met1.png
Bar = 20 um.
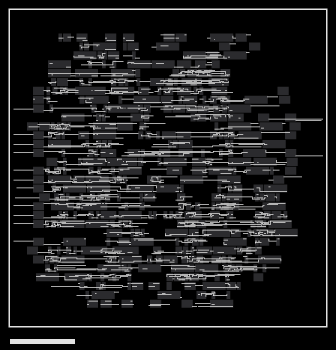
met2.png
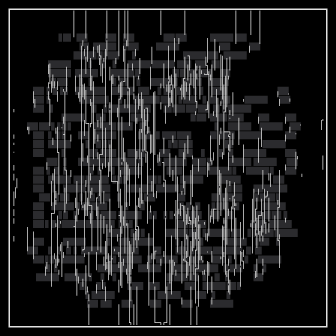
===== config.mk =====
export PLATFORM = sky130hd
export DESIGN_NAME = digit_tube_scan
export DESIGN_NICKNAME = d
export VERILOG_FILES = /design/src/rtl/digit_tube_scan_pkg.sv /design/src/rtl/digit_tube_scan_hex_to_seg.sv /design/src/rtl/digit_tube_scan.sv
export SDC_FILE = /design/constraint.sdc
export NUM_CORES = 1
export LEC_CHECK = 0
export CORE_MARGIN = 5
export CORE_UTILIZATION = 40
export CTS_BUF_LIST = sky130_fd_sc_hd__clkbuf_8
export DETAILED_ROUTE_END_ITERATION = 10
export GPL_TIMING_DRIVEN = 0
export SETUP_SLACK_MARGIN = 0.1
export SYNTH_ARGS = -nofsm -noshare
export SYNTH_HDL_FRONTEND = slang
export SYNTH_SLANG_ARGS = --single-unit
export TNS_END_PERCENT = 5

===== constraint.sdc =====
create_clock -name clk -period 3.3 [get_ports clk]
set_input_delay 0.495 -clock clk [delete_from_list [all_inputs] [get_ports clk]]
set_output_delay 0.495 -clock clk [all_outputs]
set_load 0.02 [all_outputs]

===== src/rtl/digit_tube_scan_pkg.sv =====
// digit_tube_scan_pkg
// Shared constants for the multiplexed 7-segment tube driver and any other
// display block that needs the same segment encoding.
//
// Contents:
//   SEG_0 .. SEG_F    active-low segment codes for hex digits,
//                     bit7 = dp, bits6..0 = g,f,e,d,c,b,a
//   SEG_OFF           all segments dark (dp included)
//   DIGIT_OFF         all digit enables inactive (active-low)
//   DEFAULT_SCAN_DIV  default clock cycles per digit slot
package digit_tube_scan_pkg;

    // Active-low segment codes; dp (bit 7) is held high so it never lights.
    localparam logic [7:0] SEG_0 = 8'hC0;
    localparam logic [7:0] SEG_1 = 8'hF9;
    localparam logic [7:0] SEG_2 = 8'hA4;
    localparam logic [7:0] SEG_3 = 8'hB0;
    localparam logic [7:0] SEG_4 = 8'h99;
    localparam logic [7:0] SEG_5 = 8'h92;
    localparam logic [7:0] SEG_6 = 8'h82;
    localparam logic [7:0] SEG_7 = 8'hF8;
    localparam logic [7:0] SEG_8 = 8'h80;
    localparam logic [7:0] SEG_9 = 8'h90;
    localparam logic [7:0] SEG_A = 8'h88;
    localparam logic [7:0] SEG_B = 8'h83;
    localparam logic [7:0] SEG_C = 8'hC6;
    localparam logic [7:0] SEG_D = 8'hA1;
    localparam logic [7:0] SEG_E = 8'h86;
    localparam logic [7:0] SEG_F = 8'h8E;

    // Dark patterns for the segment bus and the digit enable bus.
    localparam logic [7:0] SEG_OFF   = 8'hFF;
    localparam logic [7:0] DIGIT_OFF = 8'hFF;

    // One digit slot per 50k clocks gives a flicker-free refresh at 50 MHz.
    localparam int DEFAULT_SCAN_DIV = 50000;

endpackage


===== src/rtl/digit_tube_scan_hex_to_seg.sv =====
// hex_to_seg
// Combinational hex nibble to active-low 7-segment decoder.
//
// Ports:
//   nibble  in   4  hex value to display
//   seg     out  8  active-low segments, bit7 = dp (always off), bits6..0 = g..a
module hex_to_seg
    import digit_tube_scan_pkg::*;
(
    input  logic [3:0] nibble,
    output logic [7:0] seg
);

    // Straight table lookup; every nibble value has a code, so the default
    // arm only exists to keep the block obviously latch-free.
    always_comb begin
        seg = SEG_OFF;
        case (nibble)
            4'h0: seg = SEG_0;
            4'h1: seg = SEG_1;
            4'h2: seg = SEG_2;
            4'h3: seg = SEG_3;
            4'h4: seg = SEG_4;
            4'h5: seg = SEG_5;
            4'h6: seg = SEG_6;
            4'h7: seg = SEG_7;
            4'h8: seg = SEG_8;
            4'h9: seg = SEG_9;
            4'hA: seg = SEG_A;
            4'hB: seg = SEG_B;
            4'hC: seg = SEG_C;
            4'hD: seg = SEG_D;
            4'hE: seg = SEG_E;
            4'hF: seg = SEG_F;
            default: seg = SEG_OFF;
        endcase
    end

endmodule


===== src/rtl/digit_tube_scan.sv =====
// digit_tube_scan
// Drives an 8-digit multiplexed common-anode 7-segment tube from a 32-bit
// held register value, one hex digit at a time. A snapshot of din is taken
// only when a full frame wraps, so a store landing mid-frame never tears
// the displayed number.
//
// Parameters:
//   SCAN_DIV  clock cycles per digit slot (2 .. 2^20)
//   GUARD     dark cycles at the start of each slot to stop ghosting (< SCAN_DIV)
//   LZ_BLANK  1 = blank leading zero digits (digit 0 is always shown)
//
// Ports:
//   clk         in   1   system clock
//   reset       in   1   synchronous active-high reset
//   din         in   32  value from the upstream output register
//   en          in   1   scan enable; 0 = display dark and scan state frozen
//   digit_sel   out  8   active-low digit enables, bit k = digit k (0 rightmost)
//   seg         out  8   active-low segments, bit7 = dp, bits6..0 = g..a
//   frame_done  out  1   one-cycle pulse after a full 8-digit frame completes
module digit_tube_scan
    import digit_tube_scan_pkg::*;
#(
    parameter int SCAN_DIV = DEFAULT_SCAN_DIV,
    parameter int GUARD    = 2,
    parameter int LZ_BLANK = 0
) (
    input  logic        clk,
    input  logic        reset,
    input  logic [31:0] din,
    input  logic        en,
    output logic [7:0]  digit_sel,
    output logic [7:0]  seg,
    output logic        frame_done
);

    localparam int                 CNT_W    = (SCAN_DIV > 1) ? $clog2(SCAN_DIV) : 1;
    localparam logic [CNT_W-1:0]   CNT_LAST = CNT_W'(SCAN_DIV - 1);
    localparam logic [31:0]        GUARD_U  = 32'(GUARD);

    logic [CNT_W-1:0] cnt;
    logic [2:0]       idx;
    logic [31:0]      snap;

    logic             tick;
    logic             frame_wrap;
    logic             in_guard;
    logic [4:0]       bit_pos;
    logic [3:0]       nibble;
    logic [7:0]       hex_code;
    logic             upper_zero;
    logic             blank;
    logic [7:0]       sel_next;
    logic [7:0]       seg_next;

    // A slot ends on the last prescaler count; a frame ends when that
    // happens on the leftmost digit. Both require en, so dropping en on
    // the very cycle a slot would end simply freezes everything.
    assign tick       = en && (cnt == CNT_LAST);
    assign frame_wrap = tick && (idx == 3'd7);

    // Widen cnt to 32 bits so the guard compare works for any GUARD value.
    assign in_guard   = {{(32-CNT_W){1'b0}}, cnt} < GUARD_U;

    // Select the nibble belonging to the digit currently being scanned.
    assign bit_pos    = {idx, 2'b00};
    assign nibble     = snap[bit_pos +: 4];

    // A digit is a leading zero when it and everything to its left is zero.
    assign upper_zero = (snap >> bit_pos) == 32'd0;
    assign blank      = (LZ_BLANK != 0) && (idx != 3'd0) && upper_zero;

    hex_to_seg u_hex_to_seg (
        .nibble (nibble),
        .seg    (hex_code)
    );

    // Next-output decode from the current scan state. The tube stays dark
    // while disabled and during the guard window; a blanked digit keeps its
    // enable low so the scan pattern and brightness stay uniform.
    always_comb begin
        sel_next = DIGIT_OFF;
        seg_next = SEG_OFF;
        if (en && !in_guard) begin
            sel_next = ~(8'h01 << idx);
            seg_next = blank ? SEG_OFF : hex_code;
        end
    end

    // Prescaler, digit index, frame snapshot and the registered outputs.
    // Reset wins over everything, including a frame wrap in the same cycle.
    always_ff @(posedge clk) begin
        if (reset) begin
            cnt        <= '0;
            idx        <= 3'd0;
            snap       <= 32'd0;
            digit_sel  <= DIGIT_OFF;
            seg        <= SEG_OFF;
            frame_done <= 1'b0;
        end else begin
            digit_sel  <= sel_next;
            seg        <= seg_next;
            frame_done <= frame_wrap;
            if (en) begin
                cnt <= tick ? '0 : cnt + CNT_W'(1);
                if (tick) begin
                    idx <= idx + 3'd1;
                end
                if (frame_wrap) begin
                    snap <= din;
                end
            end
        end
    end

endmodule


==> flow_results.org <==
#+TITLE: Flow metrics

** STA
- On the final layout, the worst clock skew is 0.00759 ns.
- Counting I/O delays and the setup requirement, the final critical path takes 2.43 ns.
- The final hold violation count recorded for this run is 0.
- Final Max-Slew Violation Tally :: 0
- Headroom to the max-slew limit came out at 59.0%.
- Setup violation total in the final timing report :: 0

** Power and ir drop
- Internal power of the cells :: 1.12 mW
- In this run the power spent charging and discharging nets is 313 uW.
- The flow reports that sequential cells draw 57.1% of the design power.
- Maximum vdd drop :: 0.162 mV
- The script computed a power per unit cell area of 378 nW/um2.
- Post-layout power :: 1.43 mW
- Combinational cells account for 5.2% of the total power.

** Synthesis
- The post-synth register bit count is 67.
- Area of the mapped netlist :: 3020 um2
- Count of instantiated cells in the yosys netlist :: 342
- The gate-level netlist out of Yosys references 44 unique cell types.
- Syn Area/Cell :: 8.83 um2

** Critical path
- Type of origin of the critical path :: flip-flop
- CP Class :: reg2reg
- STA lists the maximum fanout along the critical path as 10.
- On the critical path the data arrives at 2.61 ns.

** Place
- After its last routability iteration, the placer logged a weighted congestion of 0.826.
- Port Buf Inserts :: 49
- Cell total after placement :: 490

** Global route
- First-pass GRT wire length :: 11.2 mm
- Pin count of the biggest net entering global routing :: 11

** Floorplanning
- FP Rows :: 31
- The floorplan step defined a die boundary enclosing 9390 um2.
- Die span in x :: 96.9 um
- In this run the vertical extent of the chip is 96.9 um.

** Layout
- Most frequent standard cell in the layout excluding fill and tap cells :: nand2_1
- Share of layout cells above drive strength 1 :: 8.89%
- Diode insertion count for antenna repair :: 0
- Once layout is complete, the cells apart from fillers number 504.
- Synthesis-to-finish area growth :: 25.3%

** Worst hold path
- Worst min-delay path class :: reg2reg

** Clock tree
- Clock latency on the worst-skew pair, taken at its later pin, is 0.33 ns.
- TritonCTS built the clock tree.
- Buffer levels on the longest clock path :: 2
- Cells resized by post-CTS repair :: 0

** Status
- The flow ran to the end, and the final reports show no timing, DRC or antenna violations.

** Routing
- Once detail routing completed, the nets flagged for antenna violations numbered 0.
- The violation tally recorded at the end of detailed-routing iteration 0 is 63.

** Flow run
- In this run the tools logged warnings totalling 35.
## Picture notes: met1.png
longest straight run: 24.4 um
wire length on this layer: 3040 um
nets with wire on the layer: 410
routing usage on met1: 18.4%
final wirelength: 6.32 mm

## Picture notes: met2.png
longest straight run: 48.6 um
wire length on this layer: 2950 um
main direction: vertical
nets with wire on the layer: 338
share of all routed wire: 47%
routed vias: 2389
global routing usage on met2: 22.9%

-- flip-flops by register name, summed over array words and instances, names as in the netlist --
signal      cells
idx             3
cnt            16
snap           32
seg             7
frame_done      1
digit_sel       8
-- metal layers --
layer	share of wire, %	vias to the layer above	track usage (%)
met2	47	46	22.9
met3	3.9	8	3.74
met5	0	-	0
met1	48	1067	18.4
met4	1.5	0	5.51
li1	-	1268	-
-- kinds of logic (layout without fill, tap and decap cells) --
logic type      Yosys count  in the layout  synth area share, %
compound gates           46             46                 8.91
simple gates            152            152                 23.0
fa+ha+maj                13             13                 5.39
other cells               1              1                0.124
buf+inv                  31             94                 4.85
mux                      16             16                 8.66
xor+xnor                 16             16                 4.64
flops                    67             67                 44.4
-- path summary, 6_finish.rpt --
path,end,start,cells after the start
max,seg[0]$_SDFF_PP1_,idx[0]$_SDFFE_PP0P_,9
min,snap[4]$_SDFFE_PP0P_,snap[4]$_SDFFE_PP0P_,2
max reg2reg,seg[0]$_SDFF_PP1_,idx[0]$_SDFFE_PP0P_,9
min reg2reg,snap[4]$_SDFFE_PP0P_,snap[4]$_SDFFE_PP0P_,2
-- Yosys cell counts, types with 2 or more instances --
cell type | count | area, um2
o221ai_1 | 3 | 26.3
ha_1 | 13 | 163
buf_6 | 2 | 22.5
xnor2_1 | 9 | 78.8
and2_1 | 5 | 31.3
a21oi_1 | 35 | 175
nand4_1 | 7 | 43.8
clkbuf_1 | 9 | 33.8
mux4_2 | 3 | 67.6
nor4_1 | 2 | 12.5
nor2_1 | 23 | 86.3
nand2b_1 | 5 | 31.3
xor2_1 | 7 | 61.3
nand2_1 | 79 | 297
mux4_1 | 3 | 78.8
nand3_1 | 13 | 65.1
mux2i_1 | 7 | 70.1
dfxtp_1 | 67 | 1340
or2_2 | 3 | 18.8
inv_1 | 9 | 33.8
mux2_2 | 2 | 22.5
nor3_1 | 6 | 30.0
buf_2 | 9 | 45.0
-- critical path: stages, from the launching register on --
cell	delay (ns)
dfxtp_1	0.48
buf_6	0.22
mux4_1	0.58
nand2_1	0.08
and2_1	0.23
inv_1	0.13
ha_1	0.25
inv_1	0.07
and4b_1	0.21
a311oi_2	0.05
-- stage by stage --
step	hold slack, ns	area (um2)	util, %	worst slack (ns)
final	0.446	3780	51.9	0.870
after detailed placement	0.442	3630	49.8	0.874
after floorplan	0.427	3020	-	1.16
after CTS	0.450	3780	51.9	0.854
after global placement	0.435	3630	49.8	0.890
after global routing	0.471	3780	51.9	0.702
-- power by group through the flow --
| stage | sequential [mW] | combinational (mW) | clock [mW] |
|---|---|---|---|
| 2_1_floorplan | 0.836 | 0.0215 | 0 |
| 3_3_place_gp | 0.834 | 0.0751 | 0 |
| 3_5_place_dp | 0.834 | 0.0748 | 0 |
| 4_1_cts | 0.815 | 0.0753 | 0.557 |
| 5_1_grt | 0.816 | 0.0805 | 0.593 |
| 6_report | 0.816 | 0.0742 | 0.539 |
-- cell type report --
class	instances	area, um2
clock inverters	5	25.0
inverters	10	37.5
multi-input cells	244	1530
repair buffers	49	490
clock buffers	9	124
flip-flops and latches	67	1340
well taps	99	124
plain buffers	21	109
fillers	738	3510
Power figures rest on the tool's default switching activity, not on a simulated workload.
